===== config.mk =====
export PLATFORM = sky130hd
export DESIGN_NAME = rr_selector_arbiter_8_32_flat
export DESIGN_NICKNAME = d
export VERILOG_FILES = /design/src/rtl/rr_selector_arbiter_8_32_pkg.sv /design/src/rtl/rr_selector_arbiter_8_32_if.sv /design/src/rtl/rr_selector_arbiter_8_32_pick.sv /design/src/rtl/rr_selector_arbiter_8_32.sv /design/src/flat_wrapper.sv
export SDC_FILE = /design/constraint.sdc
export NUM_CORES = 1
export LEC_CHECK = 0
export CELL_PAD_IN_SITES_DETAIL_PLACEMENT = 0
export CELL_PAD_IN_SITES_GLOBAL_PLACEMENT = 1
export CORE_MARGIN = 2
export CORE_UTILIZATION = 29
export CTS_CLUSTER_SIZE = 12
export DETAILED_ROUTE_END_ITERATION = 7
export HOLD_SLACK_MARGIN = 0.08
export PLACE_DENSITY_LB_ADDON = 0.1
export SLEW_MARGIN = 20
export SYNTH_ARGS = -nofsm -noshare
export SYNTH_HDL_FRONTEND = slang
export SYNTH_SLANG_ARGS = --single-unit

===== constraint.sdc =====
create_clock -name clk -period 7.2 [get_ports clk]
set_clock_uncertainty 0.1 [all_clocks]
set_input_delay 1.44 -clock clk [delete_from_list [all_inputs] [get_ports clk]]
set_output_delay 1.44 -clock clk [all_outputs]
set_load 0.01 [all_outputs]

===== src/rtl/rr_selector_arbiter_8_32_pkg.sv =====
// Shared constants and state type for the round-robin selector arbiter.
package sel_arb_pkg;
   localparam int N_DEF  = 8;
   localparam int DW_DEF = 32;
   localparam int SW_DEF = $clog2(N_DEF);

   typedef enum logic {IDLE, BUSY} arb_state_t;
endpackage


===== src/rtl/rr_selector_arbiter_8_32_if.sv =====
// Requester and downstream signal bundle for the round-robin selector arbiter.
interface rr_selector_arbiter_8_32_if
   import sel_arb_pkg::*;
#(
   parameter int N  = N_DEF,
   parameter int DW = DW_DEF
);
   localparam int SW = $clog2(N);

   logic              en;
   logic [N-1:0]      req;
   logic [DW-1:0]     x [N-1:0];
   logic [N-1:0]      gnt;
   logic [SW-1:0]     s;
   logic [DW-1:0]     y;
   logic              y_valid;
   logic              y_ready;
   logic [N-1:0]      ack;

   modport master (
      input  en, req, x, y_ready,
      output gnt, s, y, y_valid, ack
   );

   modport slave (
      output en, req, x, y_ready,
      input  gnt, s, y, y_valid, ack
   );
endinterface


===== src/rtl/rr_selector_arbiter_8_32_pick.sv =====
// Round-robin pick: first set request after i_ptr, searching upward with wrap.
module rr_priority_pick
   import sel_arb_pkg::*;
#(
   parameter  int N  = N_DEF,
   localparam int SW = $clog2(N)
) (
   input  logic [N-1:0]  i_req,
   input  logic [SW-1:0] i_ptr,
   output logic          o_any,
   output logic [SW-1:0] o_win
);
   logic [2*N-1:0] w_dbl;
   logic [N-1:0]   w_rot;
   logic [SW:0]    w_sh;
   logic [SW-1:0]  w_off;

   // Rotating so index ptr+1 lands at bit 0 turns round-robin into lowest-bit-first.
   assign w_dbl = {i_req, i_req};
   assign w_sh  = {1'b0, i_ptr} + (SW+1)'(1);
   assign w_rot = w_dbl[w_sh +: N];

   always_comb begin
      w_off = '0;
      for (int unsigned i = N; i > 0; i--) begin
         if (w_rot[i-1]) w_off = SW'(i-1);
      end
   end

   assign o_any = |i_req;
   assign o_win = i_ptr + SW'(1) + w_off;
endmodule


===== src/rtl/rr_selector_arbiter_8_32.sv =====
// Round-robin arbiter sharing one N:1 x DW selector; registered output with valid/ready.
module rr_selector_arbiter_8_32
   import sel_arb_pkg::*;
#(
   parameter  int N  = N_DEF,
   parameter  int DW = DW_DEF,
   localparam int SW = $clog2(N)
) (
   input logic                        clk,
   input logic                        rst_n,
   rr_selector_arbiter_8_32_if.master bus
);
   arb_state_t    r_state, w_state_nxt;
   logic [SW-1:0] r_ptr, r_s, w_win, w_pick_ptr;
   logic [N-1:0]  r_gnt, w_cand;
   logic [DW-1:0] r_y, w_sel;
   logic          w_any, w_hs, w_load;

   assign w_hs = (r_state == BUSY) & bus.y_ready;

   // While busy the current owner is masked and the search starts just past it.
   always_comb begin
      w_cand     = bus.req;
      w_pick_ptr = r_ptr;
      if (r_state == BUSY) begin
         w_cand     = bus.req & ~r_gnt;
         w_pick_ptr = r_s;
      end
   end

   rr_priority_pick #(.N(N)) u_pick (
      .i_req (w_cand),
      .i_ptr (w_pick_ptr),
      .o_any (w_any),
      .o_win (w_win)
   );

   assign w_load = bus.en & w_any & ((r_state == IDLE) | w_hs);

   always_comb begin
      w_sel = '0;
      for (int unsigned i = 0; i < N; i++) begin
         if (w_win == SW'(i)) w_sel = bus.x[i];
      end
   end

   always_ff @(posedge clk or negedge rst_n) begin
      if (!rst_n) r_state <= IDLE;
      else        r_state <= w_state_nxt;
   end

   always_comb begin
      w_state_nxt = r_state;
      case (r_state)
         IDLE:    if (w_load) w_state_nxt = BUSY;
         BUSY:    if (w_hs && !w_load) w_state_nxt = IDLE;
         default: w_state_nxt = IDLE;
      endcase
   end

   always_comb begin
      bus.gnt     = r_gnt;
      bus.s       = r_s;
      bus.y       = r_y;
      bus.y_valid = (r_state == BUSY);
      bus.ack     = r_gnt & {N{w_hs}};
   end

   always_ff @(posedge clk or negedge rst_n) begin
      if (!rst_n) begin
         r_ptr <= SW'(N-1);
         r_s   <= '0;
         r_gnt <= '0;
         r_y   <= '0;
      end else begin
         if (w_hs) r_ptr <= r_s;
         if (w_load) begin
            r_s   <= w_win;
            r_gnt <= N'(1) << w_win;
            r_y   <= w_sel;
         end else if (w_hs) begin
            r_gnt <= '0;
         end
      end
   end

   a_onehot: assert property (@(posedge clk) disable iff (!rst_n) $onehot0(r_gnt));
   a_valid:  assert property (@(posedge clk) disable iff (!rst_n) (r_state == BUSY) == (|r_gnt));
   a_sel:    assert property (@(posedge clk) disable iff (!rst_n)
                (r_state == BUSY) |-> (r_gnt == (N'(1) << r_s)));
   a_hold:   assert property (@(posedge clk) disable iff (!rst_n)
                (r_state == BUSY && !bus.y_ready) |=> ($stable(r_gnt) && $stable(r_s) && $stable(r_y)));
   a_req:    assert property (@(posedge clk) disable iff (!rst_n)
                (r_state == BUSY) |-> (|(bus.req & r_gnt)));
endmodule

===== src/flat_wrapper.sv =====
// flat-port wrapper written by rule: the top's interface ports become plain ports
module rr_selector_arbiter_8_32_flat import sel_arb_pkg::*;
#(
   parameter  int N  = N_DEF,
   parameter  int DW = DW_DEF,
   localparam int SW = $clog2(N)
)
  (clk, rst_n, bus_en, bus_req, bus_x, bus_y_ready, bus_gnt, bus_s, bus_y, bus_y_valid, bus_ack);
  rr_selector_arbiter_8_32_if #(.N(N), .DW(DW)) bus_i ();
  input logic clk;
  input logic rst_n;
  input wire logic [$bits(bus_i.en)-1:0] bus_en;
  input wire logic [$bits(bus_i.req)-1:0] bus_req;
  input wire logic [$bits(bus_i.x)-1:0] bus_x;
  input wire logic [$bits(bus_i.y_ready)-1:0] bus_y_ready;
  output wire logic [$bits(bus_i.gnt)-1:0] bus_gnt;
  output wire logic [$bits(bus_i.s)-1:0] bus_s;
  output wire logic [$bits(bus_i.y)-1:0] bus_y;
  output wire logic [$bits(bus_i.y_valid)-1:0] bus_y_valid;
  output wire logic [$bits(bus_i.ack)-1:0] bus_ack;
  assign bus_i.en = bus_en;
  assign bus_i.req = bus_req;
  assign bus_i.x = {>>{bus_x}};
  assign bus_i.y_ready = bus_y_ready;
  assign bus_gnt = bus_i.gnt;
  assign bus_s = bus_i.s;
  assign bus_y = bus_i.y;
  assign bus_y_valid = bus_i.y_valid;
  assign bus_ack = bus_i.ack;
  rr_selector_arbiter_8_32 #(.N(N), .DW(DW)) u_core (.clk(clk), .rst_n(rst_n), .bus(bus_i));
endmodule

### Sequential cells grouped by signal name

Scale bar: 50 um.
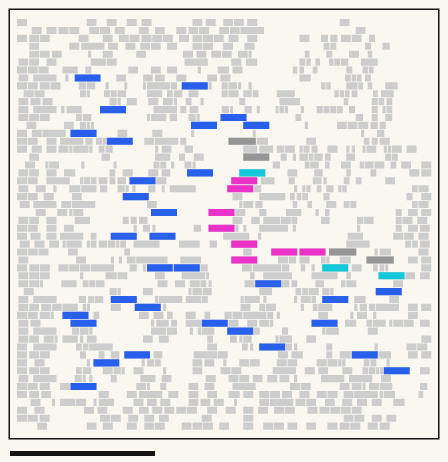
Key: cyan = u_core.bus.s [placed flops 3]; magenta = u_core.bus.gnt [placed flops 8, where centre]; blue = u_core.bus.y [placed flops 32]
Another 4 sequential cells are not coloured.

### Routed metal, one colour a layer

Scale bar: 50 um.
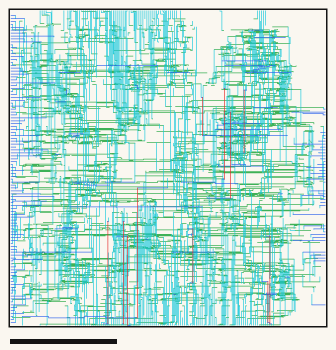
Key: red = metal 4 [wire length 411 um]; cyan = metal 2 [wire length 13200 um]; green = metal 1 [wire length 10400 um]; blue = metal 3 [wire length 1390 um]

==> impl_metrics.py <==
# Synthesis and PnR figures
metrics = {
    "route": {
        "routed_wirelength_um": 25400,
        "vias": 6523,
        "wl_per_cell_um": 21.16,
    },
    "sta": {
        "tightest_slew_ns": 1.072,
        "finalSetupTns_ns": 0,
        "finalCriticalPeriod_ns": 6.105,
        "hold_violations": 0,
        "fin_ws_ns": 1.095,
    },
    "worst_setup_path": {
        "setup.worst_path.start": "bus_req[5]",
        "ff2ff_path_depth": 18,
        "cp-end-kind": "flip-flop",
        "critPathBufInv": 3,
        "path_cells": "clkdlybuf4s50_1 > mux2i_1 > or3_1 > a311oi_1 > o2bb2ai_1 > a21oi_1 > o211ai_1 > o21ai_0 > ha_2 > inv_1 > fa_4 > buf_12 > mux4_2 > and3_1 > a2111oi_1 > a211oi_2",
        "crit_path_end": "u_core.bus.y[22]",
        "slowest_stage": "fa_4",
        "rr_endpoint": "u_core.bus.y[22]",
        "r2r_slack_ns": 1.37,
        "cp.depth": 16,
        "critPathArrivalTime_ns": 6.14,
    },
    "floorplanning": {
        "die_h_um": 147.1,
        "core_um2": 20170,
        "boundaryPins": 320,
        "rows": 52,
        "fp_util": 0.2945,
        "die_width_um": 147.1,
        "dieArea_um2": 21640,
    },
    "placement": {
        "place_area_um2": 9344,
        "gp_congestion": 0.8983,
        "dp_hpwl_um": 19180,
        "io_buffer_count": 319,
    },
    "yosys": {
        "syn_area_per_cell_um2": 9.138,
        "synth_warnings": 0,
        "top_cell_area_share": 0.1854,
        "ys_area_um2": 5939,
        "yosys_most_used_dff": "dfrtp_1",
        "largest_area_cell": "dfrtp_1",
        "syn_inst": 650,
        "synth_nets": 920,
        "top_cells_by_count": "nor2_1 (83), mux2i_1 (79), and3_1 (70), dfrtp_1 (44), clkbuf_1 (42)",
    },
    "final_layout": {
        "num-fill-cells": 1972,
        "most-common-layout-cells": "clkdlybuf4s50_1 (318), nor2_1 (82), mux2i_1 (79), and3_1 (70), dfrtp_1 (44)",
        "top_area_cell_class": "combinational gates",
        "flops": 47,
        "syn_to_final_growth_pct": 60.40,
        "final_cells": 1200,
        "flop_area_um2": 1180,
        "layout.nets": 1199,
        "buffers_excl_clock": 333,
        "drive_above_1_share": 0.1247,
        "inv_count": 7,
        "clockNetworkAreaShare": 0.01865,
    },
    "clocking": {
        "clk_pin_slew_ns": 0.08,
        "cts_setup_buffers": 0,
        "cts_tree": "done",
    },
    "global_route": {
        "first_global_vias": 6920,
    },
    "outcome": {
        "outcome": "finished, final reports clean",
    },
    "flow_run": {
        "warnings": 26,
    },
}
stage by stage:
stage	util	hold slack, ns
after floorplan	-	0.3589
after global routing	0.4723	0.4208
after detailed placement	0.4633	0.3805
final	0.4723	0.3889
after CTS	0.4721	0.3923
after global placement	0.4629	0.3702
flip-flops by register name, indices dropped and copies added, names as in the netlist:
register / flops
u_core.bus.y: 32
u_core.bus.gnt: 8
u_core.bus.s: 3
u_core.r_ptr: 3
u_core.bus.y_valid: 1
tightest hold or removal path, stage by stage (launching register included):
cell	delay (ns)
dfstp_2	0.37
nand2_1	0.04
o21ai_0	0.07
layer usage:
| layer | routed length (um) | share of wire | GRT usage |
|---|---|---|---|
| met1 | 10360 | 0.41 | 0.2795 |
| met2 | 13230 | 0.52 | 0.4280 |
| met3 | 1392 | 0.055 | 0.03975 |
| met4 | 411 | 0.016 | 0.05529 |
| met5 | 0 | 0 | 0 |
cells by family after synthesis:
family	share of synthesized area
AND-OR/OR-AND	0.1540
XOR/XNOR	0.01032
adder cells (fa/ha/maj)	0.005477
buffers and inverters	0.05709
flip-flops	0.1987
multiplexers	0.3402
AND/OR/NAND/NOR	0.2343
worst min-delay path by stage:
stage / from / end / slack [ns] / cells after the start
after global routing: u_core.r_ptr[0] / u_core.r_ptr[0] / 0.42 / 2
after global placement: u_core.r_ptr[0] / u_core.r_ptr[0] / 0.37 / 2
after floorplan: u_core.r_ptr[0] / u_core.r_ptr[0] / 0.36 / 2
after CTS: u_core.r_ptr[0] / u_core.r_ptr[0] / 0.39 / 2
final: u_core.r_ptr[0] / u_core.r_ptr[0] / 0.39 / 2
after detailed placement: u_core.r_ptr[0] / u_core.r_ptr[0] / 0.38 / 2
